==> config.mk <==
export PLATFORM = sky130hd
export DESIGN_NAME = bcd_to_bin_seq_flat
export DESIGN_NICKNAME = d
export VERILOG_FILES = /design/src/rtl/bcd_to_bin_seq_if.sv /design/src/rtl/bcd_to_bin_seq.sv /design/src/flat_wrapper.sv
export SDC_FILE = /design/constraint.sdc
export NUM_CORES = 1
export LEC_CHECK = 0
export CORE_UTILIZATION = 40
export CTS_BUF_LIST = sky130_fd_sc_hd__clkbuf_16
export DETAILED_ROUTE_END_ITERATION = 10
export SETUP_SLACK_MARGIN = 0.2
export SYNTH_ARGS = -nofsm -noshare
export SYNTH_HDL_FRONTEND = slang
export SYNTH_SLANG_ARGS = --single-unit
==> constraint.sdc <==
create_clock -name clk -period 2.2 [get_ports clk]
set_input_delay 0.55 -clock clk [delete_from_list [all_inputs] [get_ports clk]]
set_output_delay 0.55 -clock clk [all_outputs]
set_load 0.005 [all_outputs]
==> src/rtl/bcd_to_bin_seq_if.sv <==
// ---------------------------------------------------------------------------
// bcd_to_bin_seq_if
// Handshake and data bundle between a requester (master) and the sequential
// BCD-to-binary converter (slave).
//
// Signals:
//   start     master->slave  request a conversion of bcd_in
//   bcd_in    master->slave  packed BCD operand, 4*DIGITS bits, unit digit low
//   busy      slave->master  high while the converter iterates
//   done      slave->master  one-cycle pulse, result valid
//   bin_out   slave->master  OUT_W-bit binary result, held until next start
//   ovf       slave->master  true value did not fit in OUT_W bits
//   err_digit slave->master  a captured nibble was greater than 9
// ---------------------------------------------------------------------------
interface bcd_to_bin_seq_if #(
    parameter int DIGITS = 3,
    parameter int OUT_W  = 8
);
    logic                  start;
    logic [4*DIGITS-1:0]   bcd_in;
    logic                  busy;
    logic                  done;
    logic [OUT_W-1:0]      bin_out;
    logic                  ovf;
    logic                  err_digit;

    modport master (
        output start,
        output bcd_in,
        input  busy,
        input  done,
        input  bin_out,
        input  ovf,
        input  err_digit
    );

    modport slave (
        input  start,
        input  bcd_in,
        output busy,
        output done,
        output bin_out,
        output ovf,
        output err_digit
    );
endinterface

==> src/rtl/bcd_to_bin_seq.sv <==
// ---------------------------------------------------------------------------
// bcd_to_bin_seq
// Sequential BCD-to-binary converter using reverse double-dabble: each clock
// the {bcd, bin} pair is shifted right by one and every BCD nibble that ends
// up >= 8 has 3 subtracted. After 4*DIGITS iterations bin holds the value.
//
// Ports:
//   clk    rising-edge clock
//   rst_n  asynchronous active-low reset; aborts any conversion
//   bus    bcd_to_bin_seq_if.slave (start, bcd_in, busy, done, bin_out,
//          ovf, err_digit)
//
// Optional feature macro: BCD2BIN_SAT_EN
//   defined   : overflowing results saturate bin_out to all ones
//   undefined : overflowing results are truncated to the low OUT_W bits
// ovf is raised in both builds.
// ---------------------------------------------------------------------------
module bcd_to_bin_seq #(
    parameter int DIGITS = 3,
    parameter int OUT_W  = 8
) (
    input  logic             clk,
    input  logic             rst_n,
    bcd_to_bin_seq_if.slave  bus
);

    localparam int BW    = 4 * DIGITS;
    localparam int CNT_W = (BW > 1) ? $clog2(BW) : 1;

    typedef enum logic [1:0] {
        ST_IDLE  = 2'd0,
        ST_SHIFT = 2'd1,
        ST_DONE  = 2'd2
    } state_t;

    state_t              state_q;
    logic [BW-1:0]       bcd_q;
    logic [BW-1:0]       bin_q;
    logic [CNT_W-1:0]    cnt_q;
    logic                busy_q;
    logic                done_q;
    logic [OUT_W-1:0]    bin_out_q;
    logic                ovf_q;
    logic                err_q;

    logic [BW-1:0]       bcd_d;
    logic [BW-1:0]       bin_d;
    logic                in_bad_s;
    logic                fin_ovf_s;
    logic [OUT_W-1:0]    fin_bin_s;
    logic                last_iter_s;

    // True when any nibble of the operand is not a decimal digit.
    function automatic logic any_bad_digit(input logic [BW-1:0] v);
        logic bad;
        bad = 1'b0;
        for (int i = 0; i < DIGITS; i++) begin
            if (v[4*i +: 4] > 4'd9) begin
                bad = 1'b1;
            end else begin
                bad = bad;
            end
        end
        return bad;
    endfunction

    // Reverse-dabble correction: a nibble that received a bit from its
    // upper neighbour (value >= 8) carried 10 into this place instead of 16.
    function automatic logic [BW-1:0] dabble_fix(input logic [BW-1:0] v);
        logic [BW-1:0] r;
        r = v;
        for (int i = 0; i < DIGITS; i++) begin
            if (v[4*i +: 4] >= 4'd8) begin
                r[4*i +: 4] = v[4*i +: 4] - 4'd3;
            end else begin
                r[4*i +: 4] = v[4*i +: 4];
            end
        end
        return r;
    endfunction

    // Any bit above the output width set means the value does not fit.
    // With OUT_W >= BW the loop is empty and the result is constant 0.
    function automatic logic high_bits_set(input logic [BW-1:0] v);
        logic r;
        r = 1'b0;
        for (int i = OUT_W; i < BW; i++) begin
            r = r | v[i];
        end
        return r;
    endfunction

    // Low OUT_W bits of the result, zero-extended when OUT_W > BW.
    function automatic logic [OUT_W-1:0] low_bits(input logic [BW-1:0] v);
        logic [OUT_W-1:0] r;
        r = {OUT_W{1'b0}};
        for (int i = 0; i < OUT_W; i++) begin
            if (i < BW) begin
                r[i] = v[i];
            end else begin
                r[i] = 1'b0;
            end
        end
        return r;
    endfunction

    // One reverse double-dabble step on the current shift register.
    always_comb begin
        bin_d = {bcd_q[0], bin_q[BW-1:1]};
        bcd_d = dabble_fix({1'b0, bcd_q[BW-1:1]});
    end

    // Operand validity, end-of-iteration detect and final result shaping.
    always_comb begin
        in_bad_s    = any_bad_digit(bus.bcd_in);
        last_iter_s = (cnt_q == CNT_W'(BW - 1));
        fin_ovf_s   = high_bits_set(bin_d);
`ifdef BCD2BIN_SAT_EN
        if (fin_ovf_s) begin
            fin_bin_s = {OUT_W{1'b1}};
        end else begin
            fin_bin_s = low_bits(bin_d);
        end
`else
        fin_bin_s   = low_bits(bin_d);
`endif
    end

    // Control FSM with registered handshake and result outputs.
    always_ff @(posedge clk or negedge rst_n) begin
        if (!rst_n) begin
            state_q   <= ST_IDLE;
            bcd_q     <= {BW{1'b0}};
            bin_q     <= {BW{1'b0}};
            cnt_q     <= {CNT_W{1'b0}};
            busy_q    <= 1'b0;
            done_q    <= 1'b0;
            bin_out_q <= {OUT_W{1'b0}};
            ovf_q     <= 1'b0;
            err_q     <= 1'b0;
        end else begin
            case (state_q)
                ST_IDLE, ST_DONE: begin
                    if (bus.start) begin
                        bcd_q <= bus.bcd_in;
                        bin_q <= {BW{1'b0}};
                        cnt_q <= {CNT_W{1'b0}};
                        ovf_q <= 1'b0;
                        if (in_bad_s) begin
                            // Invalid operand: report immediately, no iterations.
                            state_q   <= ST_DONE;
                            busy_q    <= 1'b0;
                            done_q    <= 1'b1;
                            err_q     <= 1'b1;
                            bin_out_q <= {OUT_W{1'b0}};
                        end else begin
                            // bin_out keeps the previous result until DONE.
                            state_q <= ST_SHIFT;
                            busy_q  <= 1'b1;
                            done_q  <= 1'b0;
                            err_q   <= 1'b0;
                        end
                    end else begin
                        state_q <= ST_IDLE;
                        done_q  <= 1'b0;
                    end
                end
                ST_SHIFT: begin
                    bcd_q <= bcd_d;
                    bin_q <= bin_d;
                    cnt_q <= cnt_q + CNT_W'(1);
                    if (last_iter_s) begin
                        state_q   <= ST_DONE;
                        busy_q    <= 1'b0;
                        done_q    <= 1'b1;
                        bin_out_q <= fin_bin_s;
                        ovf_q     <= fin_ovf_s;
                    end else begin
                        state_q <= ST_SHIFT;
                    end
                end
                default: begin
                    state_q <= ST_IDLE;
                    busy_q  <= 1'b0;
                    done_q  <= 1'b0;
                end
            endcase
        end
    end

    assign bus.busy      = busy_q;
    assign bus.done      = done_q;
    assign bus.bin_out   = bin_out_q;
    assign bus.ovf       = ovf_q;
    assign bus.err_digit = err_q;

endmodule

==> src/flat_wrapper.sv <==
// flat-port wrapper written by rule: the top's interface ports become plain ports
module bcd_to_bin_seq_flat 
#(
    parameter int DIGITS = 3,
    parameter int OUT_W  = 8
)
  (clk, rst_n, bus_start, bus_bcd_in, bus_busy, bus_done, bus_bin_out, bus_ovf, bus_err_digit);
  bcd_to_bin_seq_if #(.DIGITS(DIGITS), .OUT_W(OUT_W)) bus_i ();
  input  logic clk;
  input  logic rst_n;
  input wire logic [$bits(bus_i.start)-1:0] bus_start;
  input wire logic [$bits(bus_i.bcd_in)-1:0] bus_bcd_in;
  output wire logic [$bits(bus_i.busy)-1:0] bus_busy;
  output wire logic [$bits(bus_i.done)-1:0] bus_done;
  output wire logic [$bits(bus_i.bin_out)-1:0] bus_bin_out;
  output wire logic [$bits(bus_i.ovf)-1:0] bus_ovf;
  output wire logic [$bits(bus_i.err_digit)-1:0] bus_err_digit;
  assign bus_i.start = bus_start;
  assign bus_i.bcd_in = bus_bcd_in;
  assign bus_busy = bus_i.busy;
  assign bus_done = bus_i.done;
  assign bus_bin_out = bus_i.bin_out;
  assign bus_ovf = bus_i.ovf;
  assign bus_err_digit = bus_i.err_digit;
  bcd_to_bin_seq #(.DIGITS(DIGITS), .OUT_W(OUT_W)) u_core (.clk(clk), .rst_n(rst_n), .bus(bus_i));
endmodule
==> run_summary.xml, run 1 <==
<?xml version="1.0" encoding="UTF-8"?>
<metrics>
  <group name="synth">
    <metric name="synth_sequential_area_ratio" unit="%">53.8</metric>
    <metric name="synth-area-yosys" unit="mm²">0.00191</metric>
    <metric name="synth-simple-area-share" unit="%">13.5</metric>
    <metric name="fp_nets" unit="">188</metric>
    <metric name="post_synth.cell_area_avg" unit="µm²">11.3</metric>
    <metric name="synthesis.instances" unit="">168</metric>
    <metric name="mux_share" unit="%">7.35</metric>
    <metric name="synth_flop_count" unit="">41</metric>
    <metric name="synth_compound_gate_area_share" unit="%">15.7</metric>
    <metric name="enable_flop_cells" unit="">0</metric>
    <metric name="synthXorXnorAreaFrac" unit="%">1.84</metric>
    <metric name="area_leader_share" unit="%">53.8</metric>
    <metric name="synth.top_cells.by_count" unit="">41 x dfrtp_1, 13 x nand2_1, 9 x nor2_1</metric>
    <metric name="ys_top_logic_family" unit="">AND-OR/OR-AND gates</metric>
    <metric name="asyncSetResetFlopFracSynth" unit="%">100</metric>
    <metric name="post_synth_num_cell_types" unit="">33</metric>
  </group>
  <group name="final_timing">
    <metric name="final_hold_viol_count" unit="">0</metric>
    <metric name="post-route-period-util" unit="%">85.4</metric>
    <metric name="tns" unit="ns">0</metric>
    <metric name="hold_ws" unit="ns">0.331</metric>
    <metric name="period_needed" unit="ns">1.88</metric>
    <metric name="timing.final.setup_violations" unit="">0</metric>
    <metric name="worst-slew-pin-transition" unit="ns">0.601</metric>
    <metric name="timing_max_transition_violations_final" unit="">0</metric>
    <metric name="worst_slack" unit="ns">0.321</metric>
  </group>
  <group name="grt">
    <metric name="grt_pass1_wl" unit="µm">6770</metric>
    <metric name="grt_use_met1" unit="%">22.0</metric>
    <metric name="maximum_number_of_pins_on_one_net_before_global_route_repair" unit="">42</metric>
    <metric name="use_met3" unit="%">4.99</metric>
  </group>
  <group name="routing">
    <metric name="wl_met2" unit="µm">1770</metric>
    <metric name="ant_nets" unit="">0</metric>
    <metric name="detail_route.wl_per_cell" unit="µm">14.9</metric>
    <metric name="met3_length" unit="µm">160</metric>
    <metric name="routed_via_density" unit="">5.32</metric>
    <metric name="drt_pre_antenna_iters" unit="">6</metric>
    <metric name="met1Wirelength" unit="µm">1820</metric>
    <metric name="drt_iter0_drc" unit="">40</metric>
  </group>
  <group name="clock_tree">
    <metric name="post_cts_hold_buffers" unit="">0</metric>
    <metric name="cts_htree_levels" unit="">2</metric>
    <metric name="cts.sinks" unit="">41</metric>
    <metric name="cts_root_buf" unit="">clkbuf_16</metric>
    <metric name="post-cts-setup-buffer-count" unit="">0</metric>
  </group>
  <group name="floorplanning">
    <metric name="num_io_pins" unit="">27</metric>
    <metric name="die_y" unit="µm">71.0</metric>
    <metric name="floorplan.core_util" unit="%">42.6</metric>
  </group>
  <group name="placed_design">
    <metric name="dp.cells" unit="">248</metric>
    <metric name="port_bufs" unit="">26</metric>
    <metric name="place.gp.congestion" unit="">0.728</metric>
    <metric name="pre_cts_ws" unit="ns">-0.0663</metric>
    <metric name="detailedPlacementHpwl" unit="µm">2620</metric>
  </group>
  <group name="setup_path">
    <metric name="timing.critical_path.from" unit="">bus_bcd_in[2]</metric>
    <metric name="crit_path_max_incr_delay" unit="ns">0.44</metric>
    <metric name="total_stage_count_of_the_critical_path" unit="">6</metric>
    <metric name="worstRegToRegCells" unit="">6</metric>
    <metric name="worst-endpoint-required" unit="ns">2.36</metric>
    <metric name="rrSetupSlack" unit="ns">0.43</metric>
    <metric name="rr_startpoint" unit="">u_core.cnt_q[0]</metric>
    <metric name="crit_buf_inv" unit="">2</metric>
    <metric name="worstPathMaxFanout" unit="">8</metric>
    <metric name="cell_type_of_the_slowest_stage_on_the_worst_timing_path" unit="">clkdlybuf4s50_1</metric>
  </group>
  <group name="power">
    <metric name="intPower" unit="µW">1780</metric>
    <metric name="pwr-share-comb" unit="%">24.8</metric>
    <metric name="seq_power_share" unit="%">42.8</metric>
    <metric name="power_top_consumer" unit="">sequential cells</metric>
    <metric name="clkPwrFrac" unit="%">32.3</metric>
    <metric name="seq-power" unit="µW">1080</metric>
    <metric name="worst_ir_drop_vdd" unit="µV">573</metric>
    <metric name="switching_power" unit="µW">751</metric>
    <metric name="power_density" unit="mW/mm²">1040</metric>
    <metric name="pwr.group.clock" unit="µW">817</metric>
  </group>
  <group name="cells_and_area">
    <metric name="inverters_excl_clock" unit="">7</metric>
    <metric name="largestClassByArea" unit="">registers</metric>
    <metric name="layout_top_cell" unit="">dfrtp_1</metric>
    <metric name="utilization" unit="%">54.3</metric>
    <metric name="layout.cells.most_common_list" unit="">41 x dfrtp_1, 25 x clkdlybuf4s50_1, 13 x nand2_1, 10 x buf_4, 9 x nor2_1</metric>
    <metric name="fill_cells" unit="">403</metric>
    <metric name="layout-drive-gt1-share" unit="%">14.2</metric>
    <metric name="num-nonclk-buffers" unit="">37</metric>
    <metric name="postLayoutCellArea" unit="mm²">0.00243</metric>
    <metric name="final-instance-count-excl-fill" unit="">256</metric>
    <metric name="comb_area_share" unit="%">32.7</metric>
    <metric name="antenna-diode-count" unit="">0</metric>
  </group>
  <group name="flow_run">
    <metric name="max_cap_violations" unit="">0</metric>
    <metric name="openroad.warnings" unit="">30</metric>
  </group>
  <group name="worst_hold_path">
    <metric name="min_path_type" unit="">in2async</metric>
  </group>
  <group name="status">
    <metric name="result_of_the_run" unit="">complete, no violations</metric>
  </group>
</metrics>
**Run 1: cell area per tile**

Scale: 4 px per µm. The die is cut into 7 by 7 equal tiles; dark purple is low, yellow is high, 0 to 100% covered.
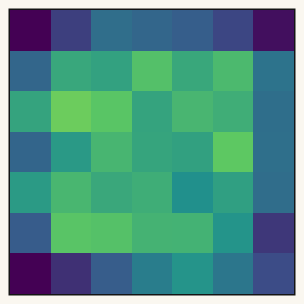
nearly empty tiles = 4.1%
fullest tile = 77%
mean over tiles = 47%
tiles over 75% full = 2.0%

**Run 1: gate-type map**

Scale: 6 px per µm.
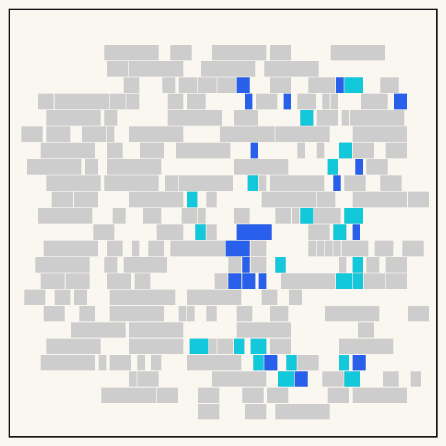
cyan -> inverting AOI/OAI gates  # cells 22
blue -> NOR gates  # cells 18, most used nor2_1

**Run 1: clock nets**

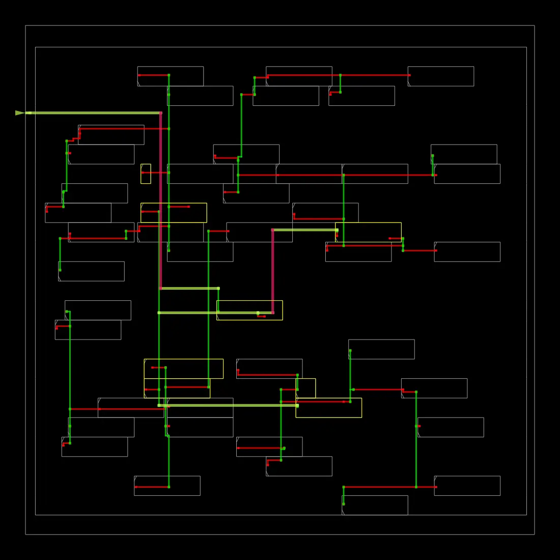
number of buffers inserted during clock tree synthesis: 5
Clock Skew: 0.00540 ns
later-pin clock latency in the skew report: 0.28 ns
number of sequential storage elements: 41
clkbuf count: 5

**Run 1: I/O nets highlighted**

Scale: 6 px per µm.
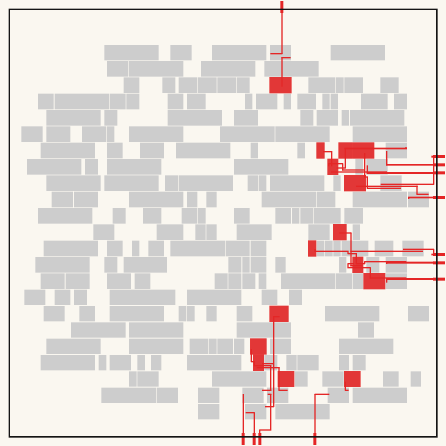

==> run 2: changes to the inputs <==
CORE_ASPECT_RATIO = 1.5   (was not set)
SETUP_SLACK_MARGIN = not set   (was 0.2)
**Run 2: I/O nets highlighted**

Scale: 4 px per µm.
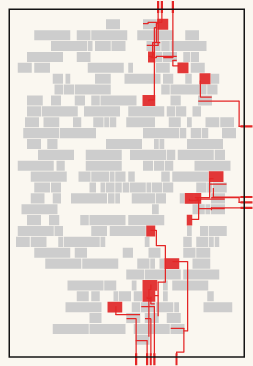
red -> bus_bcd_in  # direction input, edge 5 south, 4 east, 3 north, end cells 15, buffers 12, wire 292 µm

**Run 2: gate-type map**

Scale: 6 px per µm.
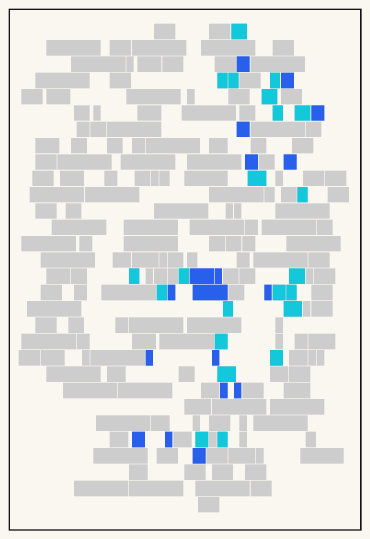
cyan -> inverting AOI/OAI gates  # cells 22, most used o21ai_0
blue -> NOR gates  # cells 18, most used nor2_1

**Run 2: cell area per tile**

Scale: 3 px per µm. The die is cut into 6 by 9 equal tiles; dark purple is low, yellow is high, 0 to 100% covered.
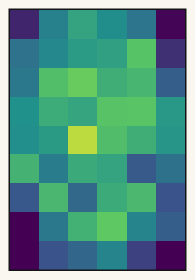
mean over tiles = 47%
densest ninth of the die = centre
tiles over 75% full = 3.7%
emptiest ninth of the die = south-west
nearly empty tiles = 7.4%

==> run_summary.xml, run 2 <==
<?xml version="1.0" encoding="UTF-8"?>
<metrics>
  <group name="final_timing">
    <metric name="timing_max_transition_violations_final" unit="">0</metric>
    <metric name="hold_ws" unit="ns">0.228</metric>
    <metric name="period_needed" unit="ns">2.02</metric>
    <metric name="tns" unit="ns">0</metric>
  </group>
  <group name="synth">
    <metric name="area_leader_share" unit="%">53.8</metric>
    <metric name="post_synth.cell_area_avg" unit="µm²">11.3</metric>
    <metric name="fp_nets" unit="">188</metric>
    <metric name="synthesis.instances" unit="">168</metric>
    <metric name="synth-simple-area-share" unit="%">13.5</metric>
    <metric name="post_synth_num_cell_types" unit="">33</metric>
    <metric name="synth.top_cells.by_count" unit="">41 x dfrtp_1, 13 x nand2_1, 9 x nor2_1</metric>
    <metric name="enable_flop_cells" unit="">0</metric>
    <metric name="synth-area-yosys" unit="mm²">0.00191</metric>
    <metric name="mux_share" unit="%">7.35</metric>
    <metric name="asyncSetResetFlopFracSynth" unit="%">100</metric>
  </group>
  <group name="routing">
    <metric name="met3_length" unit="µm">121</metric>
    <metric name="detail_route.wl_per_cell" unit="µm">15.4</metric>
    <metric name="ant_nets" unit="">0</metric>
  </group>
  <group name="cells_and_area">
    <metric name="inverters_excl_clock" unit="">7</metric>
    <metric name="num-nonclk-buffers" unit="">39</metric>
    <metric name="layout_top_cell" unit="">dfrtp_1</metric>
    <metric name="postLayoutCellArea" unit="mm²">0.00244</metric>
    <metric name="final-instance-count-excl-fill" unit="">269</metric>
    <metric name="layout.cells.most_common_list" unit="">41 x dfrtp_1, 25 x clkdlybuf4s50_1, 13 x nand2_1, 11 x buf_4</metric>
    <metric name="comb_area_share" unit="%">32.6</metric>
    <metric name="sequential_cell_total" unit="">41</metric>
    <metric name="largestClassByArea" unit="">registers</metric>
  </group>
  <group name="grt">
    <metric name="grt_pass1_wl" unit="µm">7220</metric>
    <metric name="grt_use_met1" unit="%">22.8</metric>
    <metric name="use_met3" unit="%">4.03</metric>
    <metric name="maximum_number_of_pins_on_one_net_before_global_route_repair" unit="">42</metric>
  </group>
  <group name="placed_design">
    <metric name="place.gp.congestion" unit="">0.743</metric>
    <metric name="port_bufs" unit="">26</metric>
    <metric name="pre_cts_ws" unit="ns">-0.245</metric>
    <metric name="detailedPlacementHpwl" unit="µm">2860</metric>
  </group>
  <group name="flow_run">
    <metric name="openroad.warnings" unit="">30</metric>
    <metric name="max_cap_violations" unit="">0</metric>
  </group>
  <group name="power">
    <metric name="worst_ir_drop_vdd" unit="µV">527</metric>
    <metric name="seq-power" unit="µW">1080</metric>
    <metric name="power_density" unit="mW/mm²">993</metric>
    <metric name="intPower" unit="µW">1660</metric>
    <metric name="seq_power_share" unit="%">44.5</metric>
    <metric name="pwr.group.clock" unit="µW">682</metric>
    <metric name="pwr-share-comb" unit="%">27.4</metric>
  </group>
  <group name="clock_tree">
    <metric name="post-cts-setup-buffer-count" unit="">0</metric>
    <metric name="cts.sinks" unit="">41</metric>
    <metric name="clk-insertion-delay-late" unit="ns">0.28</metric>
    <metric name="numCtsBuffers" unit="">5</metric>
    <metric name="cts_root_buf" unit="">clkbuf_16</metric>
    <metric name="post_cts_hold_buffers" unit="">0</metric>
  </group>
  <group name="setup_path">
    <metric name="crit_path_max_incr_delay" unit="ns">0.42</metric>
    <metric name="worstRegToRegCells" unit="">6</metric>
    <metric name="worst-endpoint-required" unit="ns">2.36</metric>
    <metric name="rrSetupSlack" unit="ns">0.43</metric>
    <metric name="total_stage_count_of_the_critical_path" unit="">6</metric>
    <metric name="cell_type_of_the_slowest_stage_on_the_worst_timing_path" unit="">clkdlybuf4s50_1</metric>
    <metric name="worstPathMaxFanout" unit="">10</metric>
  </group>
  <group name="worst_hold_path">
    <metric name="min_path_type" unit="">in2async</metric>
  </group>
  <group name="floorplanning">
    <metric name="floorplan.core_util" unit="%">42.0</metric>
    <metric name="die_y" unit="µm">86.5</metric>
  </group>
  <group name="status">
    <metric name="result_of_the_run" unit="">complete, no violations</metric>
  </group>
</metrics>
Power is estimated from default activity; no workload was simulated.
